Design spark_channel_demux, sky130hd; sources not shown.
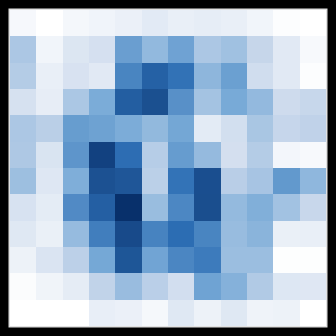
Fig. 1. Routed metal per tile.
The die is cut into 12 by 12 equal tiles; white is low, dark blue is high, scaled to the fullest tile. Values are wire area over tile area, all layers added.
The fullest tile reaches 0.53. 26% of the tiles are over half the peak. The mean over all tiles is 0.18. The densest ninth of the die: centre. 7.6% of the tiles are nearly empty.
DRT Wirelength: 4.22 mm
drt wl/cell: 15.3 um
total number of vias: 1618
global-route usage over all layers: 24.5%

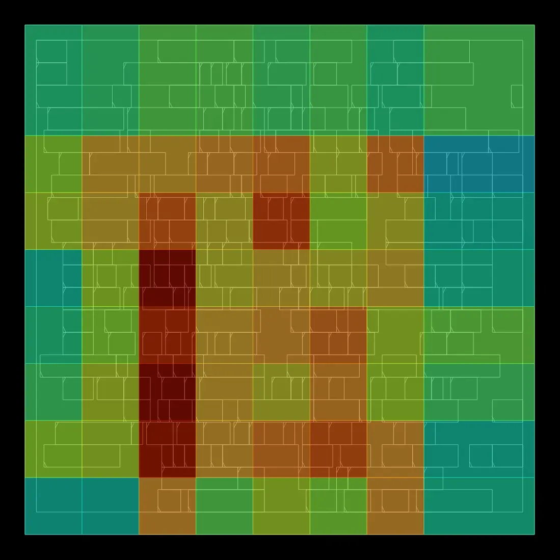
Fig. 2. Routing congestion map.
busiest layer in global routing: met2
GR Util met2: 38.2%
met3 GRT Util: 6.93%
GR met1 Demand/Resource: 32.9%

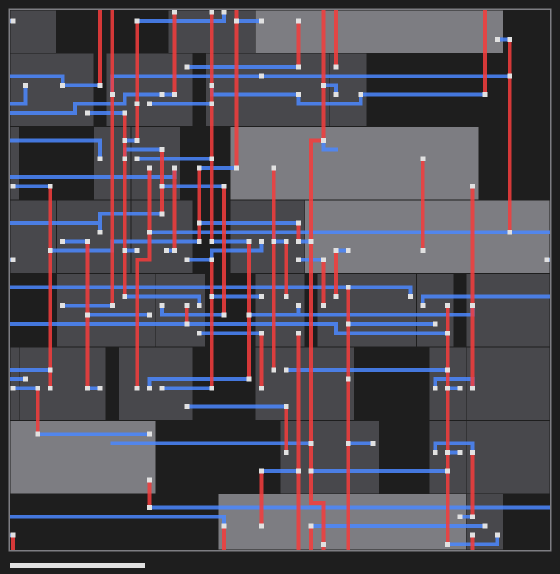
Fig. 3. A small window of the routed layout.
Scale bar: 5 um. Region (36, 36) to (56, 56) um. Cells in grey, sequential cells in the stronger grey; small squares are vias.
Key: metal 1 = blue; metal 2 = red
Most frequent: nand2_1 (5), dfrtp_1 (5), clkdlybuf4s50_1 (4). 32 logic cells have their middle in the window. Sequential cells in the window: 5.

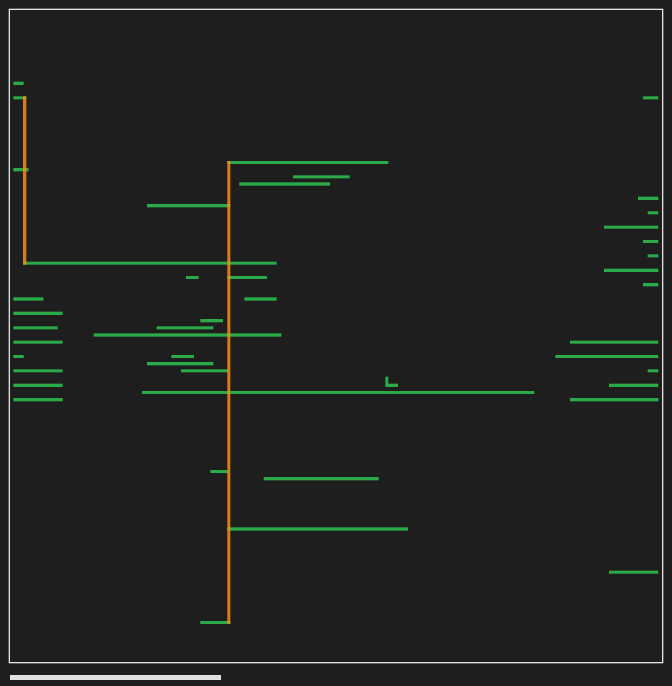
Fig. 4. Metal layers overlaid.
Scale bar: 20 um. Two of the layers only.
Key: metal 3 = green [wire length 256 um]; metal 4 = orange [wire length 59.2 um]

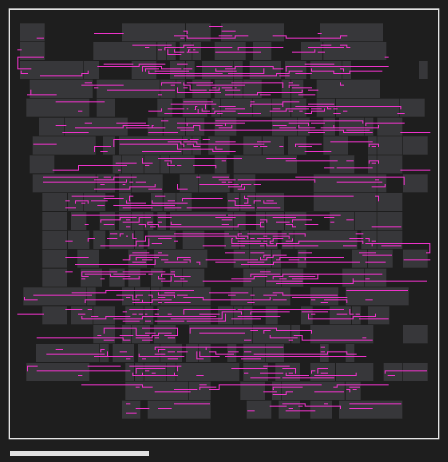
Fig. 5. Signal wires on met1.
Scale bar: 20 um. Cells faint in the background.
The layer carries 1930 um of wire. The wires run mostly horizontal. The layer holds 46% of the routed length.

==> GITHUB_STEP_SUMMARY <==
## PnR job results

| Metric | Value |
|---|---|
| Site Rows | 21 |
| Final Cell Area | 2330 um^2 |
| Synth Cell Area | 1960 um^2 |
| Stage-log warning count | 30 |
| Antenna cells | 0 |
| Max_cap viols | 0 |
| Outcome | finished clean |
| Inverters | 11 |
| Worst hold-check path type | reg -> reg |
| Share of the synthesized area in the top cell type | between 30% and 40% |
| Top cells by count | 31 x dfrtp_1, 18 x nor2_1, 15 x xor2_1 |
| Placeable Area | 3360 um^2 |
| DRC | 0 |
| Dominant kind of combinational cell | simple AND/OR/NAND/NOR gates |
| Worst EP required | roughly 2.5 ns |
| Instance area after placement | 2280 um^2 |
| Max power group | sequential cells |
| Remaining global-route overflow | 0 |
| Area grow syn2layout | 18.8% |
| Number of enable flip-flop cells | 0 |
| Syn Nets | 227 |
| Max Slew Vio Count | 0 |
| Period minus WS final | 2.55 ns |
| Clock buffer cells | 5 |
| Cell count in the Yosys report | 199 |
| Total CTS buffers | 5 |
| Worst Setup End Kind | primary output |
| Seq/Total Area, Yosys | 39.6% |
| Chip area | between 3000 and 4000 um^2 |
| Wire length on met1 | 1.93 mm |
| Registers | 31 |
| Commonest Layout Cell | dfrtp_1 |
| Final non-clock buffer share | 13.3% |
| Mux share | 3.32% |
| CTS tree | done |
| RePlAce Congestion | between 0.9 and 1 |
| # hold bufs at CTS | 0 |
| Hpwl dp | 3.13 mm |
| Vias in the first global route | 1423 |
| Transition time of the tightest slew-check pin | 0.685 ns |
| Top cells excl fill/tap | 31 x dfrtp_1, 28 x clkdlybuf4s50_1, 18 x nor2_1 |
| IO buf count | 28 |
| CTS Root Cell | clkbuf_4 |
| Crit-path leading delay family | buffers and inverters |
| # IOs | 30 |
| R2r setup slk | roughly 0.96 ns |
| Crit path depth | 1 |
| Flop area | 776 um^2 |
| Final Setup Violations | 0 |
| Post-DRT Antenna Nets | 0 |
| P_sw | 289 uW |
| Nets@finish | 258 |
Power figures rest on the tool's default switching activity, not on a simulated workload.
